<file path="src/rtl/mem_arb_pkg.sv">
// Shared encodings for the unified-memory arbiter: FSM states, owner codes, counter width.
package mem_arb_pkg;

  typedef enum logic [1:0] {
    ST_IDLE = 2'd0,
    ST_BUSY = 2'd1,
    ST_DONE = 2'd2
  } arb_state_e;

  localparam logic OWN_CPU = 1'b0;
  localparam logic OWN_DBG = 1'b1;

  localparam int CNT_W = 4;

endpackage

</file>
<file path="src/rtl/mem_arb_pick.sv">
// Combinational winner selection between the CPU and debug ports.
// ARB_RR_EN defined: ties go to the port that is not last_owner; undefined: CPU always wins ties.
module mem_arb_pick
  import mem_arb_pkg::*;
(
  input  logic cpu_req,
  input  logic dbg_req,
  input  logic last_owner,
  output logic grant_valid,
  output logic grant_owner
);

`ifdef ARB_RR_EN
  always_comb begin
    grant_valid = cpu_req | dbg_req;
    grant_owner = OWN_CPU;
    if (cpu_req && dbg_req) begin
      grant_owner = ~last_owner;
    end else if (dbg_req) begin
      grant_owner = OWN_DBG;
    end
  end
`else
  // Fixed priority never looks at the previous winner.
  logic unused_last_owner;
  assign unused_last_owner = last_owner;

  always_comb begin
    grant_valid = cpu_req | dbg_req;
    grant_owner = OWN_CPU;
    if (!cpu_req && dbg_req) begin
      grant_owner = OWN_DBG;
    end
  end
`endif

endmodule

</file>
<file path="src/rtl/mem_arbiter.sv">
// Two-port arbiter and access sequencer for the single unified memory (CPU port vs debug/loader port).
// Tie-breaking is fixed CPU priority unless ARB_RR_EN is defined (round-robin, resolved in mem_arb_pick).
module mem_arbiter
  import mem_arb_pkg::*;
#(
  parameter int ADDR_W  = 10,
  parameter int DATA_W  = 32,
  parameter int LATENCY = 2
) (
  input  logic              clk,
  input  logic              rst,
  input  logic              cpu_req,
  input  logic              cpu_we,
  input  logic [ADDR_W-1:0] cpu_addr,
  input  logic [DATA_W-1:0] cpu_wdata,
  output logic [DATA_W-1:0] cpu_rdata,
  output logic              cpu_ready,
  input  logic              dbg_req,
  input  logic              dbg_we,
  input  logic [ADDR_W-1:0] dbg_addr,
  input  logic [DATA_W-1:0] dbg_wdata,
  output logic [DATA_W-1:0] dbg_rdata,
  output logic              dbg_ready,
  output logic [ADDR_W-1:0] mem_addr,
  output logic [DATA_W-1:0] mem_wdata,
  output logic              mem_we,
  input  logic [DATA_W-1:0] mem_rdata,
  output logic              owner,
  output logic [1:0]        state
);

  // state | meaning
  // IDLE  | wait for a request; latch the winner into mem_* and load the latency counter
  // BUSY  | mem_* held stable; write strobe only in the first cycle; read captured at count 0
  // DONE  | one-cycle ready pulse to the winner; winner recorded as last_owner

  localparam logic [CNT_W-1:0] CNT_LOAD = CNT_W'(LATENCY - 1);
  localparam logic [CNT_W-1:0] CNT_ONE  = CNT_W'(1);

  arb_state_e        state_q, state_d;
  logic [CNT_W-1:0]  cnt_q, cnt_d;
  logic              owner_q, owner_d;
  logic              last_owner_q, last_owner_d;
  logic              we_q, we_d;
  logic              mem_we_q, mem_we_d;
  logic [ADDR_W-1:0] mem_addr_q, mem_addr_d;
  logic [DATA_W-1:0] mem_wdata_q, mem_wdata_d;
  logic [DATA_W-1:0] cpu_rdata_q, cpu_rdata_d;
  logic [DATA_W-1:0] dbg_rdata_q, dbg_rdata_d;

  logic grant_valid;
  logic grant_owner;

  mem_arb_pick u_pick (
    .cpu_req     (cpu_req),
    .dbg_req     (dbg_req),
    .last_owner  (last_owner_q),
    .grant_valid (grant_valid),
    .grant_owner (grant_owner)
  );

  always_comb begin
    state_d      = state_q;
    cnt_d        = cnt_q;
    owner_d      = owner_q;
    last_owner_d = last_owner_q;
    we_d         = we_q;
    mem_we_d     = 1'b0;
    mem_addr_d   = mem_addr_q;
    mem_wdata_d  = mem_wdata_q;
    cpu_rdata_d  = cpu_rdata_q;
    dbg_rdata_d  = dbg_rdata_q;

    case (state_q)
      ST_IDLE: begin
        if (grant_valid) begin
          owner_d = grant_owner;
          cnt_d   = CNT_LOAD;
          state_d = ST_BUSY;
          if (grant_owner == OWN_DBG) begin
            mem_addr_d  = dbg_addr;
            mem_wdata_d = dbg_wdata;
            we_d        = dbg_we;
          end else begin
            mem_addr_d  = cpu_addr;
            mem_wdata_d = cpu_wdata;
            we_d        = cpu_we;
          end
          mem_we_d = (grant_owner == OWN_DBG) ? dbg_we : cpu_we;
        end
      end
      ST_BUSY: begin
        if (cnt_q == '0) begin
          if (!we_q) begin
            if (owner_q == OWN_DBG) dbg_rdata_d = mem_rdata;
            else                    cpu_rdata_d = mem_rdata;
          end
          state_d = ST_DONE;
        end else begin
          cnt_d = cnt_q - CNT_ONE;
        end
      end
      ST_DONE: begin
        last_owner_d = owner_q;
        state_d      = ST_IDLE;
      end
      default: state_d = ST_IDLE;
    endcase
  end

  always_ff @(posedge clk) begin
    if (!rst) begin
      state_q      <= ST_IDLE;
      cnt_q        <= '0;
      owner_q      <= OWN_CPU;
      last_owner_q <= OWN_DBG;
      we_q         <= 1'b0;
      mem_we_q     <= 1'b0;
      mem_addr_q   <= '0;
      mem_wdata_q  <= '0;
      cpu_rdata_q  <= '0;
      dbg_rdata_q  <= '0;
    end else begin
      state_q      <= state_d;
      cnt_q        <= cnt_d;
      owner_q      <= owner_d;
      last_owner_q <= last_owner_d;
      we_q         <= we_d;
      mem_we_q     <= mem_we_d;
      mem_addr_q   <= mem_addr_d;
      mem_wdata_q  <= mem_wdata_d;
      cpu_rdata_q  <= cpu_rdata_d;
      dbg_rdata_q  <= dbg_rdata_d;
    end
  end

  assign cpu_ready = (state_q == ST_DONE) && (owner_q == OWN_CPU);
  assign dbg_ready = (state_q == ST_DONE) && (owner_q == OWN_DBG);
  assign cpu_rdata = cpu_rdata_q;
  assign dbg_rdata = dbg_rdata_q;
  assign mem_addr  = mem_addr_q;
  assign mem_wdata = mem_wdata_q;
  assign mem_we    = mem_we_q;
  assign owner     = owner_q;
  assign state     = state_q;

endmodule

</file>
<file path="config.mk">
export PLATFORM = sky130hd
export DESIGN_NAME = mem_arbiter
export DESIGN_NICKNAME = d
export VERILOG_FILES = /design/src/rtl/mem_arb_pkg.sv /design/src/rtl/mem_arb_pick.sv /design/src/rtl/mem_arbiter.sv
export SDC_FILE = /design/constraint.sdc
export NUM_CORES = 1
export LEC_CHECK = 0
export ABC_AREA = 1
export ABC_CLOCK_PERIOD_IN_PS = 1780
export CAP_MARGIN = 15
export CORE_ASPECT_RATIO = 0.6
export CORE_MARGIN = 2
export CORE_UTILIZATION = 40
export CTS_CLUSTER_DIAMETER = 100
export CTS_CLUSTER_SIZE = 28
export DETAILED_ROUTE_END_ITERATION = 7
export GPL_ROUTABILITY_DRIVEN = 0
export GPL_TIMING_DRIVEN = 0
export PLACE_DENSITY = 0.81
export SYNTH_ARGS = -nofsm -noshare
export SYNTH_HDL_FRONTEND = slang
export SYNTH_HIERARCHICAL = 1
export SYNTH_SLANG_ARGS = --single-unit
</file>
<file path="constraint.sdc">
create_clock -name clk -period 1.78 [get_ports clk]
set_clock_uncertainty 0.15 [all_clocks]
set_input_delay 0.445 -clock clk [delete_from_list [all_inputs] [get_ports clk]]
set_output_delay 0.445 -clock clk [all_outputs]
set_load 0.005 [all_outputs]
</file>
==> results.json, run 1 <==
{
  "syn_inst": 524,
  "globalRouteTotalUtil_pct": 23.2,
  "cts.root.buffer_cell": "sky130_fd_sc_hd__clkbuf_16",
  "power_density_over_the_cells_nw_per_um2": 1060,
  "preCtsSetupSlack_ns": -0.412,
  "stage_log_warnings": 27,
  "largest_cell_class": "non-clock buffers",
  "layoutNonFillerInstCount": 930,
  "net-switching-power_w": 0.00214,
  "antenna_found_initial": 0,
  "rr_startpoint": "cnt_q[1]",
  "count_of_final_hold_check_violations": 0,
  "cp_num_buf_inv": 4,
  "post-route-min-period_ns": 1.70,
  "share_comb_of_total_power_pct": 21.5,
  "drc_errors": 0,
  "whs_ns": 0.302,
  "clock_cell_area_share_pct": 7.46,
  "floorplan.nets": 648,
  "cts-root-to-sink-buffers": 2,
  "most_frequent_cell_on_the_critical_path": "sky130_fd_sc_hd__buf_4",
  "cp.depth": 7,
  "top_level_ports": 234,
  "post_synth.cell_area_avg_um2": 8.55,
  "outcome": "finished, final reports clean"
}
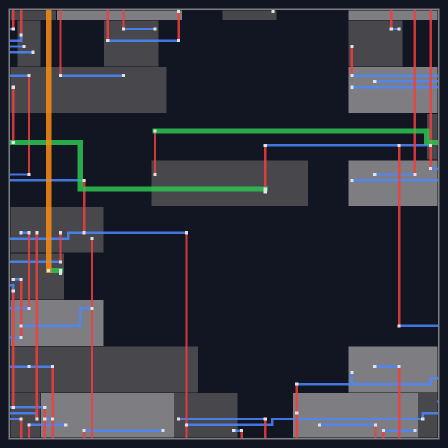
run_1/zoom.png
Window x 58 to 83, y 30 to 55 um. Cells in grey, sequential cells in the stronger grey; small squares are vias.
layer	colour
met4	orange
met2	red
met3	green
met1	blue
most frequent	dfxtp_1 (4), dlygate4sd2_1 (3)
cells with their middle in the window	16
sequential cells in the window	6
netlist names of flops here include	cpu_rdata (2), dbg_rdata (2)

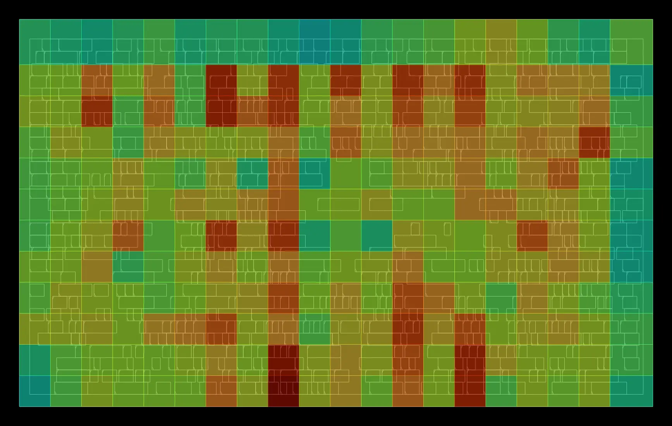
run_1/final_congestion.png
Finished Core Util: 69.5%
grt met1 use: 29.6%
M2 GR Usage: 38.9%

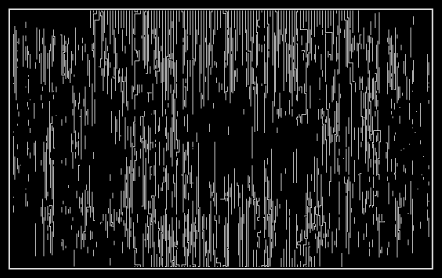
run_1/met2.png
Scale: 3 px per um.
longest straight run	35.2 um
main direction	vertical
nets with wire on the layer	767
wire length on this layer	6700 um
vias after detailed routing: 4491
total wire length: 14.3 mm

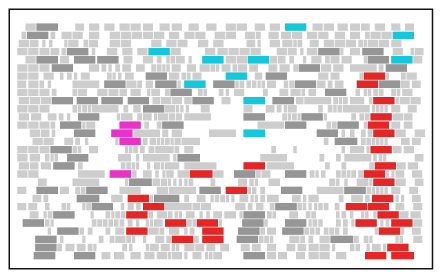
run_1/registers.png
Scale: 3 px per um.
signal	colour	sequential cells
cnt_q	magenta	4
dbg_rdata	red	32
mem_addr	cyan	10
not coloured	69
sequential group power: 0.00304 W
Sequential cell area: 2310 um2

## Run 2: what changed since run 1
Settings changed: CORE_UTILIZATION 40 to 41, CTS_BUF_LIST set to sky130_fd_sc_hd__clkbuf_2 sky130_fd_sc_hd__clkbuf_4 sky130_fd_sc_hd__clkbuf_8, HOLD_SLACK_MARGIN set to 0.03, PLACE_DENSITY 0.81 to 0.83, TNS_END_PERCENT set to 5.
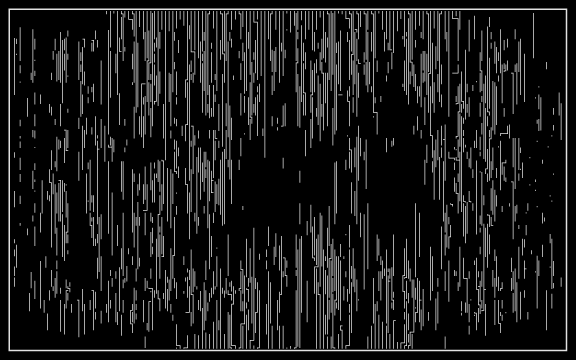
run_2/met2.png
Scale: 4 px per um.
longest straight run	37.2 um
main direction	vertical
share of all routed wire	46%
wire length on this layer	6590 um
nets with wire on the layer	756

==> results.json, run 2 <==
{
  "outcome": "finished, final reports clean",
  "sequential_cell_area_um2": 2330,
  "sequentialPower_w": 0.00305,
  "gr-usage-met1_pct": 30.4,
  "post_synth.cell_area_avg_um2": 8.55,
  "cts.root.buffer_cell": "sky130_fd_sc_hd__clkbuf_8",
  "count_of_final_hold_check_violations": 0,
  "whs_ns": 0.306,
  "stage_log_warnings": 28,
  "grt.met2_usage_pct": 38.8,
  "post-route-min-period_ns": 1.73,
  "drc_errors": 0,
  "clock_cell_area_share_pct": 5.15,
  "dr_total_vias": 4515,
  "route.final.wire_length_mm": 14.2,
  "syn_inst": 524,
  "power_density_over_the_cells_nw_per_um2": 966,
  "rr_startpoint": "state[0]",
  "layoutNonFillerInstCount": 928,
  "top_level_ports": 234
}
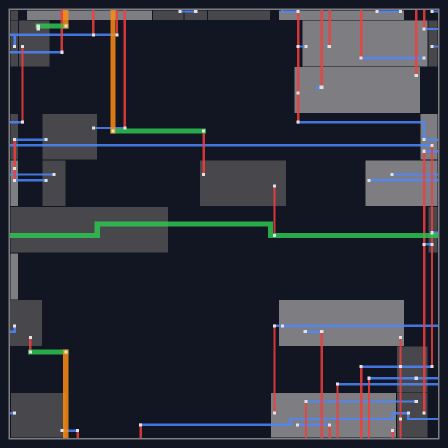
run_2/zoom.png
Window x 57 to 82, y 30 to 55 um. Cells in grey, sequential cells in the stronger grey; small squares are vias.
layer	colour
met4	orange
met3	green
met2	red
met1	blue
netlist names of flops here include	cpu_rdata (2)
most frequent	dfxtp_1 (5), buf_2 (3), dlygate4sd2_1 (2)
sequential cells in the window	5
cells with their middle in the window	14

## Run 3: what changed since run 2
Settings changed: CTS_CLUSTER_DIAMETER 100 to 50, RECOVER_POWER set to 100.
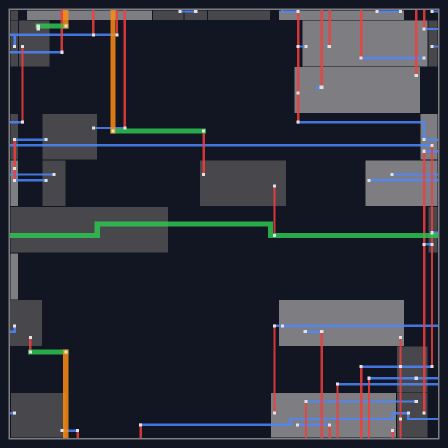
run_3/zoom.png
Window x 57 to 82, y 30 to 55 um. Cells in grey, sequential cells in the stronger grey; small squares are vias.
layer	colour
met2	red
met3	green
met4	orange
met1	blue
cells with their middle in the window	14
netlist names of flops here include	cpu_rdata (2)
sequential cells in the window	5
most frequent	dfxtp_1 (5), buf_2 (3), dlygate4sd2_1 (2)

==> results.json, run 3 <==
{
  "largest_cell_class": "non-clock buffers",
  "cts.root.buffer_cell": "sky130_fd_sc_hd__clkbuf_8",
  "sequential_cell_area_um2": 2330,
  "postLayoutCellArea_um2": 7290,
  "dr_total_vias": 4515,
  "worstSetupPathType": "input pin to flop",
  "drc_errors": 0,
  "pg_comb_w": 0.00168,
  "count_of_nets_after_finishing": 901,
  "preCtsSetupSlack_ns": -0.425,
  "count_of_final_hold_check_violations": 0,
  "syn_inst": 524,
  "layoutNonFillerInstCount": 928,
  "outcome": "finished, final reports clean",
  "cpMaxStageDelayCell": "sky130_fd_sc_hd__clkdlybuf4s50_1",
  "rr_startpoint": "state[0]",
  "route.final.wire_length_mm": 14.2,
  "hold_path_class": "flop to flop",
  "clock_cell_area_share_pct": 5.15,
  "power_w": 0.00704,
  "sequentialPower_w": 0.00305,
  "crit_family": "buffers and inverters",
  "ff2ff_setup_slack_ns": 0.08,
  "post_synth.cell_area_avg_um2": 8.55,
  "post-route-min-period_ns": 1.73,
  "stage_log_warnings": 28,
  "internal_power_w": 0.00501,
  "top_level_ports": 234,
  "power_density_over_the_cells_nw_per_um2": 966,
  "numCtsBuffers": 17,
  "rsz0062_at_grt": "yes",
  "report.final.slew_viol_count": 0,
  "timing.critical_path.to_type": "flop",
  "gr-usage-met1_pct": 30.4,
  "number_of_flip_flops_and_latches": 115,
  "whs_ns": 0.306,
  "seq_area_share_pct": 32.0,
  "first_iter_violations": 150
}
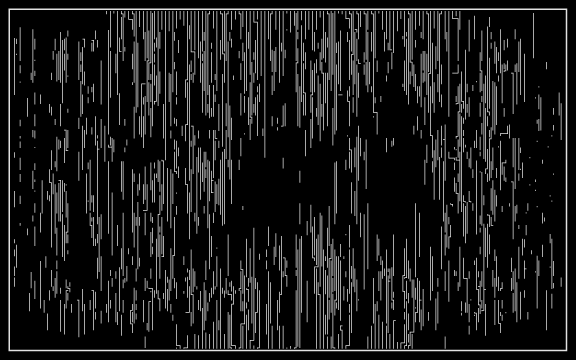
run_3/met2.png
Scale: 4 px per um.
longest straight run	37.2 um
nets with wire on the layer	756

No activity file was given, so power comes from the tool's default toggle rates.
